$ cat src/rtl/dmem_arb_pkg.sv
// Shared types and helpers for the data-memory arbiter.
//   state_t  : arbiter mode (free arbitration or debug-locked)
//   port_t   : requester identity, used for the round-robin pointer
//   F3_*     : funct3 size/sign codes understood by the data memory
//   is_aligned(funct3, addr[1:0]) : 1 when the access is naturally aligned
package dmem_arb_pkg;

  typedef enum logic {ARB, DBG_LOCKED} state_t;
  typedef enum logic {PORT_CPU, PORT_DBG} port_t;

  localparam logic [2:0] F3_B  = 3'b000;
  localparam logic [2:0] F3_H  = 3'b001;
  localparam logic [2:0] F3_W  = 3'b010;
  localparam logic [2:0] F3_BU = 3'b100;
  localparam logic [2:0] F3_HU = 3'b101;

  // Reserved codes (011, 110, 111) fall through to word alignment.
  function automatic logic is_aligned(input logic [2:0] funct3, input logic [1:0] addr);
    case (funct3)
      F3_B, F3_BU: is_aligned = 1'b1;
      F3_H, F3_HU: is_aligned = ~addr[0];
      F3_W:        is_aligned = (addr == 2'b00);
      default:     is_aligned = (addr == 2'b00);
    endcase
  endfunction

endpackage

$ cat src/rtl/dmem_resp_reg.sv
// Registered response slot for one requester port.
// Ports:
//   clk, rst  : clock, synchronous active-high reset
//   i_fire    : port was granted this cycle
//   i_err     : granted access is misaligned
//   i_we      : granted access is a write
//   i_rdata   : combinational memory read data at the grant
//   o_rvalid  : one-cycle response pulse, the cycle after the grant
//   o_err     : misalignment error, qualified by o_rvalid
//   o_rdata   : read data; holds until the next response to this port
module dmem_resp_reg #(
  parameter int DATA_WIDTH = 32
) (
  input  logic                  clk,
  input  logic                  rst,
  input  logic                  i_fire,
  input  logic                  i_err,
  input  logic                  i_we,
  input  logic [DATA_WIDTH-1:0] i_rdata,
  output logic                  o_rvalid,
  output logic                  o_err,
  output logic [DATA_WIDTH-1:0] o_rdata
);

  logic                  r_rvalid;
  logic                  r_err;
  logic [DATA_WIDTH-1:0] r_rdata;

  always_ff @(posedge clk) begin
    if (rst) begin
      r_rvalid <= 1'b0;
      r_err    <= 1'b0;
      r_rdata  <= '0;
    end else begin
      r_rvalid <= i_fire;
      r_err    <= i_fire & i_err;
      // Writes and rejected accesses return zero data.
      if (i_fire) r_rdata <= (i_err | i_we) ? '0 : i_rdata;
    end
  end

  assign o_rvalid = r_rvalid;
  assign o_err    = r_err;
  assign o_rdata  = r_rdata;

endmodule

$ cat src/rtl/dmem_arbiter.sv
// Two-port arbiter in front of a single-ported byte-addressed data memory.
// One access per cycle, round-robin between the CPU and the debug port,
// with a debug lock that holds the grant on the debug port. Misaligned
// accesses are granted but never written; they return an error response.
// Ports:
//   clk, rst                 : clock, synchronous active-high reset
//   cpu_* / dbg_*            : request (req/we/addr/wdata/funct3), combinational
//                              gnt, registered response (rvalid/rdata/err)
//   dbg_lock                 : keep the grant on the debug port while high
//   mem_wr_en/addr/wdata/funct3 : memory drive, muxed from the granted port
//   mem_rdata                : combinational memory read data
module dmem_arbiter
  import dmem_arb_pkg::*;
#(
  parameter int ADDRESS_WIDTH = 32,
  parameter int DATA_WIDTH    = 32
) (
  input  logic                     clk,
  input  logic                     rst,
  input  logic                     cpu_req,
  input  logic                     cpu_we,
  input  logic [ADDRESS_WIDTH-1:0] cpu_addr,
  input  logic [DATA_WIDTH-1:0]    cpu_wdata,
  input  logic [2:0]               cpu_funct3,
  output logic                     cpu_gnt,
  output logic                     cpu_rvalid,
  output logic [DATA_WIDTH-1:0]    cpu_rdata,
  output logic                     cpu_err,
  input  logic                     dbg_req,
  input  logic                     dbg_we,
  input  logic [ADDRESS_WIDTH-1:0] dbg_addr,
  input  logic [DATA_WIDTH-1:0]    dbg_wdata,
  input  logic [2:0]               dbg_funct3,
  output logic                     dbg_gnt,
  output logic                     dbg_rvalid,
  output logic [DATA_WIDTH-1:0]    dbg_rdata,
  output logic                     dbg_err,
  input  logic                     dbg_lock,
  output logic                     mem_wr_en,
  output logic [ADDRESS_WIDTH-1:0] mem_addr,
  output logic [DATA_WIDTH-1:0]    mem_wdata,
  output logic [2:0]               mem_funct3,
  input  logic [DATA_WIDTH-1:0]    mem_rdata
);

  state_t r_state;
  port_t  r_last_gnt;

  logic w_locked;
  logic w_cpu_gnt;
  logic w_dbg_gnt;
  logic w_cpu_aligned;
  logic w_dbg_aligned;
  logic w_sel_aligned;
  logic w_sel_we;

  // The lock only holds while dbg_lock stays high; the release cycle
  // already arbitrates normally.
  assign w_locked = (r_state == DBG_LOCKED) && dbg_lock;

  always_comb begin
    w_cpu_gnt = 1'b0;
    w_dbg_gnt = 1'b0;
    if (!rst) begin
      if (w_locked) begin
        w_dbg_gnt = dbg_req;
      end else if (cpu_req && dbg_req) begin
        if (r_last_gnt == PORT_DBG) w_cpu_gnt = 1'b1;
        else                        w_dbg_gnt = 1'b1;
      end else begin
        w_cpu_gnt = cpu_req;
        w_dbg_gnt = dbg_req;
      end
    end
  end

  assign w_cpu_aligned = is_aligned(cpu_funct3, cpu_addr[1:0]);
  assign w_dbg_aligned = is_aligned(dbg_funct3, dbg_addr[1:0]);

  // Idle cycles present the CPU port to memory.
  assign mem_addr      = w_dbg_gnt ? dbg_addr   : cpu_addr;
  assign mem_wdata     = w_dbg_gnt ? dbg_wdata  : cpu_wdata;
  assign mem_funct3    = w_dbg_gnt ? dbg_funct3 : cpu_funct3;
  assign w_sel_aligned = w_dbg_gnt ? w_dbg_aligned : w_cpu_aligned;
  assign w_sel_we      = w_dbg_gnt ? dbg_we : cpu_we;
  assign mem_wr_en     = (w_cpu_gnt | w_dbg_gnt) & w_sel_we & w_sel_aligned;

  assign cpu_gnt = w_cpu_gnt;
  assign dbg_gnt = w_dbg_gnt;

  always_ff @(posedge clk) begin
    if (rst) begin
      r_state    <= ARB;
      r_last_gnt <= PORT_DBG;
    end else begin
      if (w_dbg_gnt)      r_last_gnt <= PORT_DBG;
      else if (w_cpu_gnt) r_last_gnt <= PORT_CPU;

      case (r_state)
        ARB:        if (w_dbg_gnt && dbg_lock) r_state <= DBG_LOCKED;
        DBG_LOCKED: if (!dbg_lock)             r_state <= ARB;
        default:                               r_state <= ARB;
      endcase
    end
  end

  dmem_resp_reg #(.DATA_WIDTH(DATA_WIDTH)) u_cpu_resp (
    .clk      (clk),
    .rst      (rst),
    .i_fire   (w_cpu_gnt),
    .i_err    (~w_cpu_aligned),
    .i_we     (cpu_we),
    .i_rdata  (mem_rdata),
    .o_rvalid (cpu_rvalid),
    .o_err    (cpu_err),
    .o_rdata  (cpu_rdata)
  );

  dmem_resp_reg #(.DATA_WIDTH(DATA_WIDTH)) u_dbg_resp (
    .clk      (clk),
    .rst      (rst),
    .i_fire   (w_dbg_gnt),
    .i_err    (~w_dbg_aligned),
    .i_we     (dbg_we),
    .i_rdata  (mem_rdata),
    .o_rvalid (dbg_rvalid),
    .o_err    (dbg_err),
    .o_rdata  (dbg_rdata)
  );

endmodule

$ cat config.mk
export PLATFORM = sky130hd
export DESIGN_NAME = dmem_arbiter
export DESIGN_NICKNAME = d
export VERILOG_FILES = /design/src/rtl/dmem_arb_pkg.sv /design/src/rtl/dmem_resp_reg.sv /design/src/rtl/dmem_arbiter.sv
export SDC_FILE = /design/constraint.sdc
export NUM_CORES = 1
export LEC_CHECK = 0
export ABC_AREA = 1
export CAP_MARGIN = 5
export CORE_AREA = 3 3 119 121
export DETAILED_ROUTE_END_ITERATION = 8
export DIE_AREA = 0 0 122 124
export DONT_BUFFER_PORTS = 1
export GPL_ROUTABILITY_DRIVEN = 1
export PLACE_DENSITY = 0.48
export SETUP_SLACK_MARGIN = 0.1
export SLEW_MARGIN = 20
export SYNTH_ARGS = -nofsm -noshare
export SYNTH_HDL_FRONTEND = slang
export SYNTH_HIERARCHICAL = 1
export SYNTH_SLANG_ARGS = --single-unit
$ cat constraint.sdc
create_clock -name clk -period 2.9 [get_ports clk]
set_input_delay 0.435 -clock clk [delete_from_list [all_inputs] [get_ports clk]]
set_output_delay 0.435 -clock clk [all_outputs]
set_load 0.01 [all_outputs]
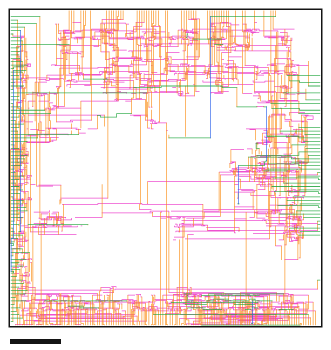
(images/layers.png)
Bar = 20 microns.
legend:
  blue:
    layer: M4
    wire_length: 251 microns
  magenta:
    layer: M1
    wire_length: 4850 microns
  green:
    layer: M3
    wire_length: 1410 microns
  orange:
    layer: M2
    wire_length: 5990 microns
wire length per cell: 17.8 microns
Vias: 3454

==> results.json <==
{
  "clk_latency_ns": 0.33,
  "synth.most_common_cell": "nand2_1",
  "r2r-end": "u_cpu_resp/o_rdata[11]",
  "slowest_stage": "o21ai_0",
  "final_util": 0.293,
  "slew_viol_final": 0,
  "clock_path_buffers": 2,
  "clkTransAtPathRegs_ns": 0.06,
  "dr.pass1.iters": 5,
  "ir_drop_v": 0.000273,
  "reg2reg_depth": 7,
  "cp_slowest_stage_delay_ns": 0.59,
  "setup_tns_ns": 0,
  "holdPathStages": 1,
  "yosysChipArea_sq_um": 3590,
  "synthTopCellsByCount": "nand2_1 (267), dfxtp_1 (70), o21ai_0 (55)",
  "grt_pass1_vias": 3151,
  "min_period_ns": 2.61,
  "min_path_type": "primary input to flop",
  "start_kind": "flop",
  "yosys_cells": 545,
  "num_rows": 42,
  "final_cells": 703,
  "area_growth_pct": 7.73,
  "post-place-cells": 686,
  "warning_count": 28,
  "grt_max_degree": 135,
  "skew_ns": 0.00772,
  "die_area_sq_um": 15100,
  "core_sq_um": 13200,
  "cts_tree": "built",
  "yosysWarnings": 6,
  "syn_avg_cell_area_sq_um": 6.59,
  "cts_sinks": 70,
  "power.total_uw": 2430,
  "postRouteAntennaNets": 0,
  "worst-path-buf-inv": 1,
  "cts_buffers": 9,
  "synth-async-reset-ratio": 0,
  "root_buffer": "clkbuf_16",
  "worstPathRequired_ns": 2.47,
  "grt_pass1_wl_microns": 17500,
  "post-place-ws_ns": 0.580,
  "fin_crit_sh": 0.900,
  "crit_family": "simple AND/OR/NAND/NOR gates",
  "max_freq_mhz": 383,
  "gp_congestion": 0.826,
  "worst_slew_pin_slew_ns": 0.919,
  "critPathKind": "flop to primary output",
  "syn-num-nets": 718,
  "r2r_start": "r_last_gnt",
  "top_cells_by_area": "dfxtp_1 (39%), nand2_1 (28%), o21ai_0 (7.7%)",
  "wirelength_microns": 12500,
  "slew_headroom": 0.387,
  "postSynthCellCount": 545,
  "synth-edff-count": 0,
  "io_pins": 311,
  "hold_end": "u_dbg_resp/o_rvalid",
  "total_leakage_power_uw": 0.00169,
  "crit_chain": "nand2_1, nand3_1, nand3_2, o21ai_0, buf_4",
  "vias_per_cell": 4.91,
  "setup_ws_ns": 0.289,
  "drc": 0,
  "largest_area_cell": "dfxtp_1",
  "ys_seq_frac": 0.390,
  "fp_util": 0.272,
  "rsz0062_at_grt": "no",
  "syn_area_sq_um": 3590,
  "status": "finished clean"
}
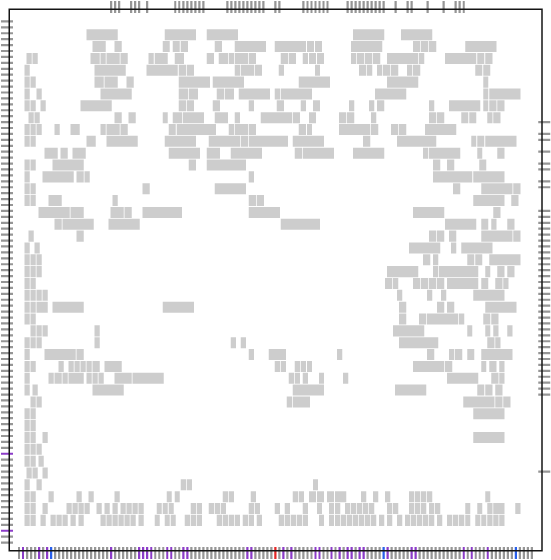
(images/pinout.png)
Pins as bars across the die edge, other pins in grey.
legend:
  blue:
    port: cpu_funct3
    pins: 3
    direction: input
    edge: bottom
  purple:
    port: cpu_wdata
    pins: 32
    direction: input
    edge: 30 bottom, 2 left
  red:
    port: dbg_we
    pins: 1
    direction: input
    edge: bottom
Port Buf Inserts: 0
chip width: 122 microns
Die Y: 124 microns

-- power breakdown --
group	total [uW]	internal [uW]	switching [uW]
Combinational	345	96.9	248
Sequential	1100	1030	71.9
Clock	986	594	392
-- routing by layer --
metal	vias up	global-route usage	routed length [microns]
met5	-	0	0
met4	0	0.0497	251
met3	12	0.0586	1410
met2	209	0.244	5990
met1	1549	0.184	4850
li1	1684	-	-
-- per-stage QoR --
step           hold WS (ns)  cell area (sq um)
2_1_floorplan         0.426               3590
5_1_grt               0.154               3870
3_3_place_gp          0.434               3600
4_1_cts               0.160               3860
3_5_place_dp          0.442               3600
6_report              0.175               3870
-- flip-flops by register name (all words and copies together) (netlist names) --
register / count
u_cpu_resp/o_rdata: 32
u_dbg_resp/o_rvalid: 1
r_last_gnt: 1
u_cpu_resp/o_err: 1
u_dbg_resp/o_err: 1
r_state: 1
u_dbg_resp/o_rdata: 32
u_cpu_resp/o_rvalid: 1
-- worst reg2reg max path, stage by stage, from the launching register on --
cell	delay, ns
dfxtp_1	0.36
inv_1	0.05
nand2_1	0.07
nand2_1	0.08
nor2_4	0.44
buf_12	0.28
o21ai_0	0.16
a21oi_1	0.19
-- logic make-up (layout without fill, tap and decap cells) --
family / after synthesis / in the layout / share of synthesized area
AND/OR/NAND/NOR: 292 / 292 / 0.321
other: 0 / 2 / 0
flip-flops: 70 / 70 / 0.390
AND-OR/OR-AND: 132 / 132 / 0.199
buffers and inverters: 51 / 31 / 0.0906
-- area by class of cell --
type | instances | area [sq um]
diodes | 2 | 5.00
clock buffers | 11 | 243
clock inverters | 4 | 23.8
fillers | 1427 | 9320
inverters | 11 | 41.3
multi-input cells | 424 | 1870
flip-flops and latches | 70 | 1400
well taps | 176 | 220
repair buffers | 5 | 62.6
-- worst max-delay path by stage --
stage	from	end	slack, ns	cells after the start
finish	r_state	mem_addr[0]	0.29	5
global route	r_state	mem_addr[0]	0.11	5
CTS	r_state	mem_addr[0]	0.33	5
detailed placement	dbg_lock	mem_addr[0]	0.58	5
global placement	dbg_lock	mem_addr[0]	0.63	5
floorplan	dbg_lock	mem_wdata[13]	1.26	7
-- cell usage in the layout (no fill, tap or decap) --
| cell type | Yosys | layout |
|---|---|---|
| a21oi_1 | 53 | 53 |
| a21oi_2 | 14 | 14 |
| buf_12 | 0 | 2 |
| buf_4 | 3 | 3 |
| clkbuf_1 | 4 | 1 |
| clkbuf_16 | 0 | 9 |
| clkbuf_8 | 0 | 1 |
| clkinv_2 | 0 | 3 |
| clkinv_4 | 0 | 1 |
| dfxtp_1 | 70 | 70 |
| diode_2 | 0 | 2 |
| inv_1 | 11 | 11 |
| nand2_1 | 267 | 267 |
| nand2_2 | 10 | 10 |
| nand3_1 | 2 | 2 |
| nand3_2 | 1 | 1 |
| nor2_1 | 9 | 8 |
| nor2_4 | 3 | 4 |
| o21ai_0 | 55 | 55 |
| o21ai_1 | 10 | 10 |
Power figures rest on the tool's default switching activity, not on a simulated workload.
